==> run_1/clk_routes.png <==
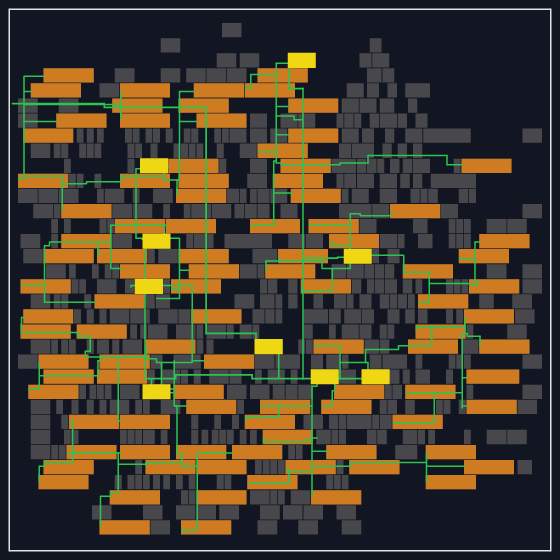
==> run_1/placement.png <==
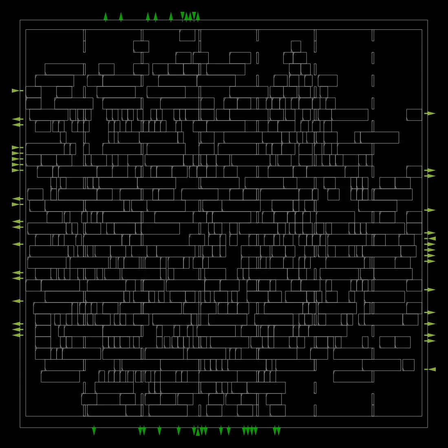
==> run_1/power_grid.png <==
Pins as bars on the die edge. Tap cells in grey.
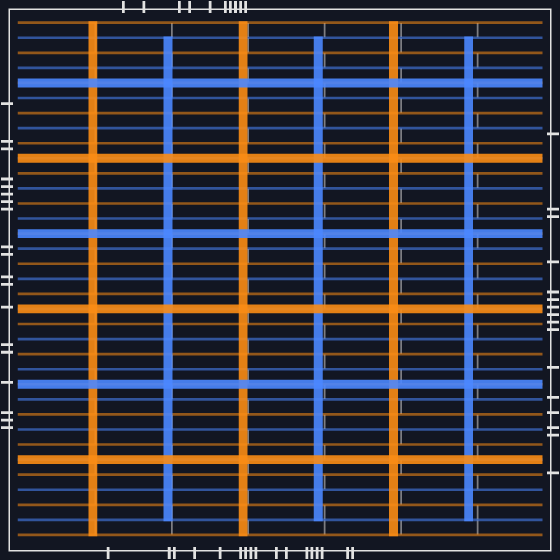
**src/rtl/rom_loader_pkg.sv**
```systemverilog
// Shared types and constants for the boot-time ROM loader.
// Optional checksum stage is enabled with the ROM_LOADER_CHECKSUM_EN macro.
package rom_loader_pkg;

    localparam int WORD_BYTES = 4;
    localparam int BYTE_WIDTH = 8;
    localparam int WORD_WIDTH = 32;

    typedef enum logic [2:0] {
        S_HEADER = 3'd0,
        S_DATA   = 3'd1,
        S_CHECK  = 3'd2,
        S_DONE   = 3'd3,
        S_ERROR  = 3'd4
    } state_t;

endpackage

```
**src/rtl/rom_loader_assembler.sv**
```systemverilog
// Big-endian byte-to-word assembler: the first accepted byte of a word ends
// up in bits [31:24]. o_word_valid pulses combinationally during the cycle in
// which the fourth byte is being accepted, with o_word holding the full word.
module rom_loader_assembler
    import rom_loader_pkg::*;
(
    input  logic                  clock,
    input  logic                  reset,
    input  logic                  i_accept,
    input  logic                  i_clear,
    input  logic [BYTE_WIDTH-1:0] i_byte,
    output logic                  o_word_valid,
    output logic [WORD_WIDTH-1:0] o_word
);

    logic [1:0]            r_byte_cnt;
    logic [WORD_WIDTH-1:0] r_shift;

    // Byte counter and shift register; a clear drops any partial word
    // together with a byte accepted in the same cycle.
    always_ff @(posedge clock or negedge reset) begin
        if (!reset) begin
            r_byte_cnt <= '0;
            r_shift    <= '0;
        end else if (i_clear) begin
            r_byte_cnt <= '0;
            r_shift    <= '0;
        end else if (i_accept) begin
            r_byte_cnt <= r_byte_cnt + 2'd1;
            r_shift    <= {r_shift[WORD_WIDTH-BYTE_WIDTH-1:0], i_byte};
        end
    end

    assign o_word_valid = i_accept && !i_clear && (r_byte_cnt == 2'(WORD_BYTES - 1));
    assign o_word       = {r_shift[WORD_WIDTH-BYTE_WIDTH-1:0], i_byte};

endmodule

```
**src/rtl/rom_loader.sv**
```systemverilog
// Boot-time program loader: takes a byte stream (header word = word count,
// then data words, big-endian), writes the words into instruction memory and
// holds the CPU in reset until the image is complete.
// Defining ROM_LOADER_CHECKSUM_EN adds a trailing checksum word that must
// equal the mod-2^32 sum of the data words before the CPU is released.
//
// Handshake: a byte moves on a rising edge where byte_valid && byte_ready.
// byte_ready depends only on state (and reset), never on byte_valid.
module rom_loader
    import rom_loader_pkg::*;
#(
    parameter int ADDRESS_WIDTH = 10,
    parameter int BASE_ADDRESS  = 0
) (
    input  logic                     clock,
    input  logic                     reset,
    input  logic                     byte_valid,
    input  logic [BYTE_WIDTH-1:0]    byte_data,
    output logic                     byte_ready,
    input  logic                     restart,
    output logic                     rom_write_enable,
    output logic [ADDRESS_WIDTH-1:0] rom_write_address,
    output logic [WORD_WIDTH-1:0]    rom_write_data,
    output logic                     cpu_reset,
    output logic                     load_done,
    output logic                     load_error,
    output logic [2:0]               o_dbg_state
);

    // Largest legal word count is the full memory depth.
    localparam logic [WORD_WIDTH:0]    MAX_WORDS = 33'd1 << ADDRESS_WIDTH;
    localparam logic [ADDRESS_WIDTH:0] ONE_IDX   = {{ADDRESS_WIDTH{1'b0}}, 1'b1};
    localparam logic [ADDRESS_WIDTH-1:0] BASE_W  = ADDRESS_WIDTH'(BASE_ADDRESS);
`ifdef ROM_LOADER_CHECKSUM_EN
    localparam state_t S_AFTER_DATA = S_CHECK;
`else
    localparam state_t S_AFTER_DATA = S_DONE;
`endif

    state_t                   r_state;
    logic [ADDRESS_WIDTH:0]   r_word_count;
    logic [ADDRESS_WIDTH:0]   r_index;
    logic                     r_we;
    logic [ADDRESS_WIDTH-1:0] r_addr;
    logic [WORD_WIDTH-1:0]    r_data;
    logic                     r_cpu_reset;
    logic                     r_load_done;
    logic                     r_load_error;
`ifdef ROM_LOADER_CHECKSUM_EN
    logic [WORD_WIDTH-1:0]    r_sum;
`endif

    logic                  w_accept;
    logic                  w_word_valid;
    logic [WORD_WIDTH-1:0] w_word;
    logic                  w_too_big;
    logic                  w_last_word;

    assign byte_ready  = reset && ((r_state == S_HEADER) || (r_state == S_DATA) ||
                                   (r_state == S_CHECK));
    assign w_accept    = byte_valid && byte_ready;
    assign w_too_big   = {1'b0, w_word} > MAX_WORDS;
    assign w_last_word = (r_index == (r_word_count - ONE_IDX));

    rom_loader_assembler u_assembler (
        .clock        (clock),
        .reset        (reset),
        .i_accept     (w_accept),
        .i_clear      (restart),
        .i_byte       (byte_data),
        .o_word_valid (w_word_valid),
        .o_word       (w_word)
    );

    // Load FSM with registered write port and status outputs. Status flags
    // follow the state one cycle later, so the CPU is released the cycle
    // after the final write strobe (or after the checksum is accepted).
    always_ff @(posedge clock or negedge reset) begin
        if (!reset) begin
            r_state      <= S_HEADER;
            r_word_count <= '0;
            r_index      <= '0;
            r_we         <= 1'b0;
            r_addr       <= '0;
            r_data       <= '0;
            r_cpu_reset  <= 1'b1;
            r_load_done  <= 1'b0;
            r_load_error <= 1'b0;
`ifdef ROM_LOADER_CHECKSUM_EN
            r_sum        <= '0;
`endif
        end else begin
            r_we <= 1'b0;
            if (restart) begin
                r_state      <= S_HEADER;
                r_word_count <= '0;
                r_index      <= '0;
                r_cpu_reset  <= 1'b1;
                r_load_done  <= 1'b0;
                r_load_error <= 1'b0;
`ifdef ROM_LOADER_CHECKSUM_EN
                r_sum        <= '0;
`endif
            end else begin
                r_cpu_reset  <= (r_state != S_DONE);
                r_load_done  <= (r_state == S_DONE);
                r_load_error <= (r_state == S_ERROR);
                case (r_state)
                    S_HEADER: begin
                        if (w_word_valid) begin
                            r_index <= '0;
                            if (w_too_big) begin
                                r_state <= S_ERROR;
                            end else if (w_word == '0) begin
                                r_state <= S_AFTER_DATA;
                            end else begin
                                r_word_count <= w_word[ADDRESS_WIDTH:0];
                                r_state      <= S_DATA;
                            end
                        end
                    end
                    S_DATA: begin
                        if (w_word_valid) begin
                            r_we    <= 1'b1;
                            r_addr  <= BASE_W + r_index[ADDRESS_WIDTH-1:0];
                            r_data  <= w_word;
                            r_index <= r_index + ONE_IDX;
`ifdef ROM_LOADER_CHECKSUM_EN
                            r_sum   <= r_sum + w_word;
`endif
                            if (w_last_word) begin
                                r_state <= S_AFTER_DATA;
                            end
                        end
                    end
`ifdef ROM_LOADER_CHECKSUM_EN
                    S_CHECK: begin
                        if (w_word_valid) begin
                            r_state <= (w_word == r_sum) ? S_DONE : S_ERROR;
                        end
                    end
`endif
                    S_DONE:  r_state <= S_DONE;
                    S_ERROR: r_state <= S_ERROR;
                    default: r_state <= S_HEADER;
                endcase
            end
        end
    end

    assign rom_write_enable  = r_we;
    assign rom_write_address = r_addr;
    assign rom_write_data    = r_data;
    assign cpu_reset         = r_cpu_reset;
    assign load_done         = r_load_done;
    assign load_error        = r_load_error;
    assign o_dbg_state       = r_state;

endmodule

```
**config.mk**
```make
export PLATFORM = sky130hd
export DESIGN_NAME = rom_loader
export DESIGN_NICKNAME = d
export VERILOG_FILES = /design/src/rtl/rom_loader_pkg.sv /design/src/rtl/rom_loader_assembler.sv /design/src/rtl/rom_loader.sv
export SDC_FILE = /design/constraint.sdc
export NUM_CORES = 1
export LEC_CHECK = 0
export CORE_MARGIN = 1
export CORE_UTILIZATION = 50
export DETAILED_ROUTE_END_ITERATION = 10
export PLACE_DENSITY = 0.82
export SLEW_MARGIN = 25
export SYNTH_ARGS = -nofsm -noshare
export SYNTH_HDL_FRONTEND = slang
export SYNTH_HIERARCHICAL = 1
export SYNTH_SLANG_ARGS = --single-unit
```
**constraint.sdc**
```tcl
create_clock -name clock -period 5.7 [get_ports clock]
set_input_delay 1.14 -clock clock [delete_from_list [all_inputs] [get_ports clock]]
set_output_delay 1.14 -clock clock [all_outputs]
set_load 0.005 [all_outputs]
```
==> reports/results.tsv, run 1 <==
metric	value	unit
p_per_area	220	mW/mm^2
root_buffer	clkbuf_8	
r2r_start	o_dbg_state[1]	
status	finished clean	
wl_per_cell	15.6	um
grt_max_degree	80	
hold_path.class	reg -> reg	
hold_buffers	0	
chipArea	0.00950	sq mm
cts_buffer_depth	2	
io_pins	62	
critical_path_class	in -> reg	
adder_share	0.823	%
cts_buffers	9	
yosys_warnings	6	
cpPeakStageDelay	0.78	ns
cts_tree	built	
path_buffers	4	
vias_per_cell	5.50	
ys_sh_xor	4.45	%
cp_cell_sequence	buf_4 -> inv_1 -> a211oi_1 -> and2_1 -> buf_4 -> nand2_1 -> nor2_1 -> nand2_2 -> inv_2 -> nand3_1 -> o21ai_1	
cp-end-kind	flop	
worstHoldStart	rom_write_address[0]	
ys_seq_elements	97	
crit_fanout	48	
antennaDiodeCount	0	
setup_slack	1.69	ns
dp_slack	1.30	ns
grt_pass1_vias	3413	
min_period	4.01	ns
setup_tns	0	ns
max_cap_violations	0	
ys_sh_aoi	7.71	%
cp_data_arrival_time	4.30	ns
postLayoutCoreUtil	60.5	%
grt_pass1_wl	16.7	mm
synth_cell_types	55	
routed_wl	9.81	mm
postCtsSetupBuffers	0	
num_vias	3446	
regToRegSetupSlack	2.23	ns
worst_path_most_repeated_cell	buf_4	
postSynthSeqShare	53.3	%
synth_area_per_cell	9.74	sq um
drt-initial-drc-count	250	
antenna_found_initial	0	
flop_cell	dfrtp_1	
edf_count	0	
rsz0062_at_grt	no	
cts_max_level	3	
post_route_cells_drive_above_1_share	7.13	%
slowest_stage	inv_2	
flop_area	0.00243	sq mm
tool_warnings	26	
drtAntennaViolNets	0	
grt_overflow	0	
fmax	0.250	GHz
whs_endpoint	rom_write_address[0]	
## Picture notes: clk_routes.png
Yellow marks clock drivers, count 9. Orange marks flip-flops, count 97. Green marks clock wires, length 1080 um.
There are 10 routed clock nets. Position of the flops: all over the die.

## Picture notes: placement.png
Cell Rows: 34
filler-free cell count of the finished design: 627
Layout fillers: 736

## Picture notes: power_grid.png
Blue marks VDD. Orange marks VSS.
The core has 34 rows. 6 straps on met4. 108 tap cells. 35 met1 rails follow the rows. 62 signal pins sit on the boundary.
Chip Height: 97.5 um
DIE WIDTH: 97.5 um
Peak VDD IR: 134 uV
core area: 0.00876 sq mm

run 1: worst register-to-register path, stage by stage (launching register included):
cell and delay, ns:
dfrtp_1 0.51, a211oi_1 0.37, and2_1 0.17, buf_4 0.38, nand2_1 0.09, nor2_1 0.24, nand2_2 0.53, inv_2 0.80
nand3_1 0.16, o21ai_1 0.15
run 1: worst max-delay path by stage:
stage          depth (start not counted)  startpoint               to
6_report                              11       reset       r_index[9]
3_5_place_dp                          11       reset       r_index[9]
3_3_place_gp                          11       reset       r_index[9]
4_1_cts                               11       reset       r_index[9]
5_1_grt                               11       reset       r_index[9]
2_1_floorplan                         12       reset  r_word_count[0]
run 1: Yosys cell counts, types with 2 or more instances:
library cell  number  share of area [%]
nor4b_1            3               0.58
inv_2              2               0.16
a22o_1            11                2.1
nand3_1            9               0.99
buf_6              4               0.99
nor2_1            40                3.3
clkbuf_1           9               0.74
nor3b_2            2               0.55
a21oi_1            9               0.99
nand4_1            2               0.27
buf_4              8                1.3
nand2_2            2               0.27
ha_1               3               0.82
nor2_2             3               0.41
nand2b_1           2               0.27
nor3_1             8               0.88
o31ai_1            2               0.33
xor2_1            10                1.9
or3_1              2               0.27
dfrtp_1           96                 53
mux2i_1           25                5.5
buf_12             2               0.88
buf_2              6               0.66
nor4_1             8                1.1
a31oi_1            3               0.41
a21o_1             2               0.33
and3_1             4               0.55
o21bai_1           2               0.33
o21ai_1            9               0.99
xnor2_1            6                1.2
inv_1              5               0.41
nand2_1          138                 11
o21ai_0            9               0.99
run 1: flip-flops by register name, summed over array words and instances, names as in the netlist:
| signal | flops |
|---|---|
| rom_write_data | 32 |
| u_assembler/r_shift | 24 |
| r_index | 11 |
| r_word_count | 11 |
| rom_write_address | 10 |
| o_dbg_state | 3 |
| u_assembler/r_byte_cnt | 2 |
| cpu_reset | 1 |
| load_done | 1 |
| load_error | 1 |
| rom_write_enable | 1 |
run 1: per-stage QoR:
stage | cell area (sq um) | power, W | cells | hold slack [ns]
after floorplan | 4560 | 0.000748 | 468 | 0.459
after global placement | 5120 | 0.000772 | 611 | 0.461
after detailed placement | 5120 | 0.000773 | 611 | 0.462
after CTS | 5300 | 0.00118 | 627 | 0.489
after global routing | 5300 | 0.00121 | 627 | 0.502
final | 5300 | 0.00117 | 627 | 0.481
run 1: report_power, final:
| group | internal, W | total (W) | switching, W |
|---|---|---|---|
| Combinational | 0.0000212 | 0.0000598 | 0.0000386 |
| Clock | 0.000170 | 0.000409 | 0.000239 |
| Sequential | 0.000692 | 0.000699 | 0.00000667 |
| Total | 0.000884 | 0.00117 | 0.000284 |
run 1: cell type report:
cell class                 count  area share (%)
clock inverter                 6           0.826
sequential                    97            45.8
clock buffer                  10            2.60
timing repair buffer          64            12.0
inverter                       8           0.566
multi-input combinational    334            35.7
tap                          108            2.55
run 1: layer usage:
layer / global-route usage, % / vias to the layer above / part of all wire (%)
met2: 36.4 / 97 / 50
met1: 28.2 / 1689 / 43
li1: - / 1644 / -
met5: 0 / - / 0
met4: 8.82 / 0 / 2.1
met3: 3.38 / 16 / 4.6
==> run_1/placement_by_type.png <==
The bar under the picture is 20 um long. Fill, decap, tap and diode cells in grey.
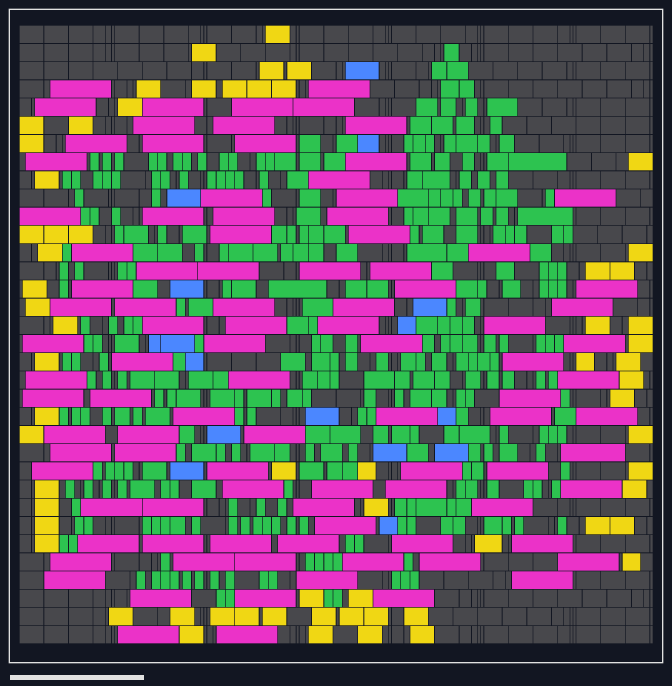

==> inputs of run 2 (changes only) <==
- CORE_UTILIZATION: 50 -> 49
- PLACE_DENSITY: 0.82 -> 0.83
- clock period: 5.7 -> 3.6 ns (I/O delays scaled with it)
==> run_2/placement_by_type.png <==
The bar under the picture is 20 um long. Fill, decap, tap and diode cells in grey.
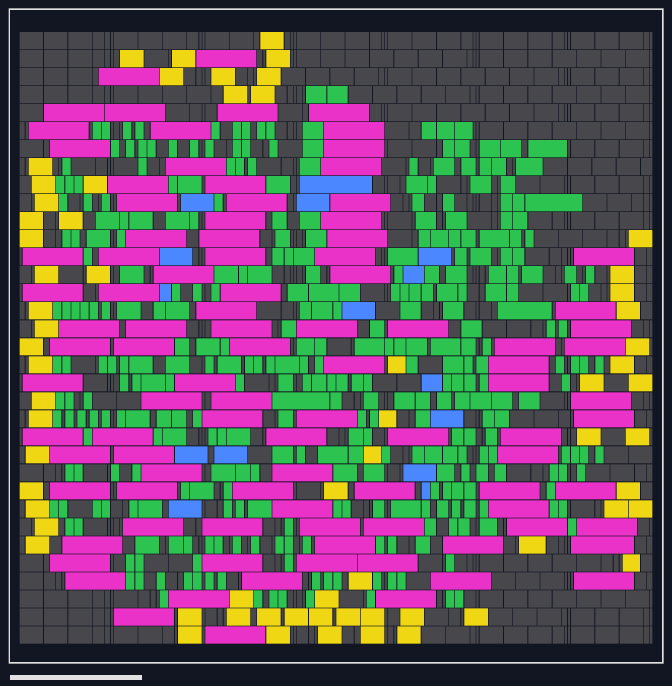
Yellow marks remaining buffers and delay cells, cells 65. Blue marks clock drivers and dummy loads, cells 15. Magenta marks sequential cells, cells 97. Green marks combinational and other logic, cells 342.

==> run 2 against run 1 <==
Against the previous run:
- the run now ends with design-rule violations left
- final area rose by 0.38%
- cell count unchanged
- combinational power rose by about 60%
- register-to-register slack worse by 1.4 ns
- sequential power grew 59%
- global-route usage barely moved
- via count up 0.20%
- critical path depth up 1
- critical endpoint is now r_index[8]
- largest cell class unchanged
- largest power group unchanged
- highest routed layer unchanged
==> reports/results.tsv, run 2 <==
metric	value	unit	change
drt-initial-drc-count	149		was 250
core	0.00885	sq mm	was 0.00876 sq mm
max_slew.worst_pin.slew	0.783	ns	was 0.841 ns
min_period	2.85	ns	
cts_buffers	9		unchanged
synth_cell_types	55		unchanged
max_cap_violations	0		unchanged
routed_wl	9.92	mm	was 9.81 mm
postSynthSeqShare	53.3	%	unchanged
rsz0062_at_grt	no		unchanged
fp.dieW	98.5	um	was 97.5 um
synthTopCellsByArea	dfrtp_1, nand2_1, mux2i_1		unchanged
hold_buffers	0		unchanged
common_cells	nand2_1, dfrtp_1, nor2_1		unchanged
violations	design-rule violations		
drtAntennaViolNets	0		unchanged
grt_max_degree	83		was 80
slew_violations	0		unchanged
postCtsSetupBuffers	0		unchanged
wl_per_cell	15.8	um	was 15.6 um
antennaDiodeCount	0		unchanged
grt_overflow	0		unchanged
root_buffer	clkbuf_8		unchanged
power.static_leakage	2.60	nW	was 2.57 nW
cts_tree	built		unchanged
antenna_found_initial	0		unchanged
max_slew_margin	47.7	%	was 43.7%
edf_count	0		unchanged
status	complete, but fails checks		was finished clean
fmax	0.351	GHz	
crit_fanout	17		was 48
power.total	0.00190	W	was 0.00117 W
ir_worst_vdd	249	uV	was 134 uV
top_cell	nand2_1		unchanged
dp_hpwl	6.82	mm	was 6.89 mm
cts_buffer_depth	2		unchanged
grt_pass1_wl	16.6	mm	was 16.7 mm
ys_seq_elements	97		unchanged
ys_cells	468		unchanged
holdWs	0.213	ns	was 0.481 ns
chipHeight	98.5	um	was 97.5 um
p_per_area	357	mW/mm^2	was 220 mW/mm^2
synthDominantCellAreaShare	52.7	%	unchanged
cts.sinks	97		unchanged
cp_data_arrival_time	3.09	ns	was 4.30 ns
yosys_warnings	6		unchanged
grt_pass1_vias	3383		was 3413
num_vias	3453		was 3446
critical_path_class	in -> reg		unchanged
gr-usage-all-layers	21.7	%	about the same
vias_per_cell	5.51		was 5.50
postLayoutCoreUtil	60.1	%	was 60.5%
tool_warnings	26		unchanged
final_nets	530		was 529
hold_path.class	in -> async		was reg -> reg
post_cts_resized	0		unchanged
cp-end-kind	flop		unchanged
post_route_cells_drive_above_1_share	6.94	%	was 7.13%
flop_cell	dfrtp_1		unchanged
drc_errors	3		was 0
final_common_cell	nand2_1		unchanged
cts_max_level	3		unchanged
largest_area_cell	dfrtp_1		unchanged
chipArea	0.00969	sq mm	was 0.00950 sq mm
rows	34		unchanged
setup_tns	0	ns	unchanged
synth_area_per_cell	9.74	sq um	unchanged
io_pins	62		unchanged
largest_reg_flops	32		unchanged
==> run_2/power_grid.png <==
Pins as bars on the die edge. Tap cells in grey.
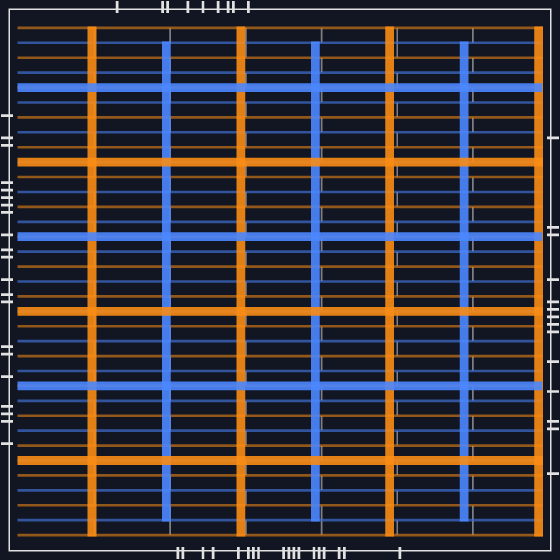
Orange marks VSS. Blue marks VDD.
35 met1 rails follow the rows. The core has 34 rows. 108 tap cells. 6 straps on met5. 62 signal pins sit on the boundary.

run 2: cell types whose count changed in the layout (fill, tap and decap cells not counted), sizes merged:
cell / previous run / this run
clkinvlp: 4 / 0
bufinv: 0 / 1
buf: 4 / 5
inv: 7 / 8
clkbuf: 10 / 11
run 2: critical path: stages:
cell and delay [ns]:
buf_4 0.22, inv_1 0.07, a211oi_1 0.32, and2_1 0.19
nand2_1 0.05, nor2_1 0.23, nor3b_2 0.35, nor2_1 0.22
nor3b_2 0.32, nand4_1 0.15, xor2_1 0.17, nor2_1 0.05
run 2: final cells by class:
type / count / area, sq um
Multi-Input combinational cell: 334 / 1890
Fill cell: 749 / 3530
Inverter: 8 / 30.0
Timing Repair Buffer: 65 / 642
Tap cell: 108 / 135
Clock inverter: 4 / 52.6
Sequential cell: 97 / 2430
Clock buffer: 11 / 141
run 2: layer usage:
layer  global-route usage (%)  share of wire (%)
met1                     28.9                 44
met2                     35.5                 48
met3                     5.39                6.4
met4                     6.43                1.1
met5                        0                  0
run 2: report_power, final:
group | internal, W | switching, W | leakage (nW)
clock | 0.000340 | 0.000358 | 0.0998
combinational | 0.0000336 | 0.0000619 | 1.15
sequential | 0.00110 | 0.0000108 | 1.35
run 2: cell families after synthesis:
| group | share of synthesized area (%) |
|---|---|
| AOI/OAI and AO/OA | 7.71 |
| muxes | 5.49 |
| buffers and inverters | 5.24 |
| adders and majority gates | 0.823 |
| DFF | 53.3 |
| and+or+nand+nor | 23.0 |
| xor gates and xnor gates | 4.45 |
run 2: path summary, 6_finish.rpt:
| check | startpoint | endpoint | cells past startpoint | slack, ns |
|---|---|---|---|---|
| setup / recovery | reset | r_index[8] | 12 | 0.75 |
| hold / removal | reset | load_done | 1 | 0.21 |
| setup reg to reg | o_dbg_state[0] | r_index[8] | 10 | 0.85 |
| hold reg to reg | rom_write_address[6] | rom_write_address[6] | 2 | 0.48 |
| max in group asynchronous | reset | u_assembler/r_shift[7] | 2 | 2.44 |
| min in group clock | rom_write_address[6] | rom_write_address[6] | 2 | 0.48 |
run 2: stage by stage:
| step | worst slack (ns) | instances | area, sq um |
|---|---|---|---|
| 2_1_floorplan | 0.678 | 468 | 4560 |
| 3_3_place_gp | 0.626 | 612 | 5120 |
| 3_5_place_dp | 0.435 | 612 | 5120 |
| 4_1_cts | 0.792 | 627 | 5320 |
| 5_1_grt | 0.573 | 627 | 5320 |
| 6_report | 0.751 | 627 | 5320 |
Power and IR drop assume default switching activity.
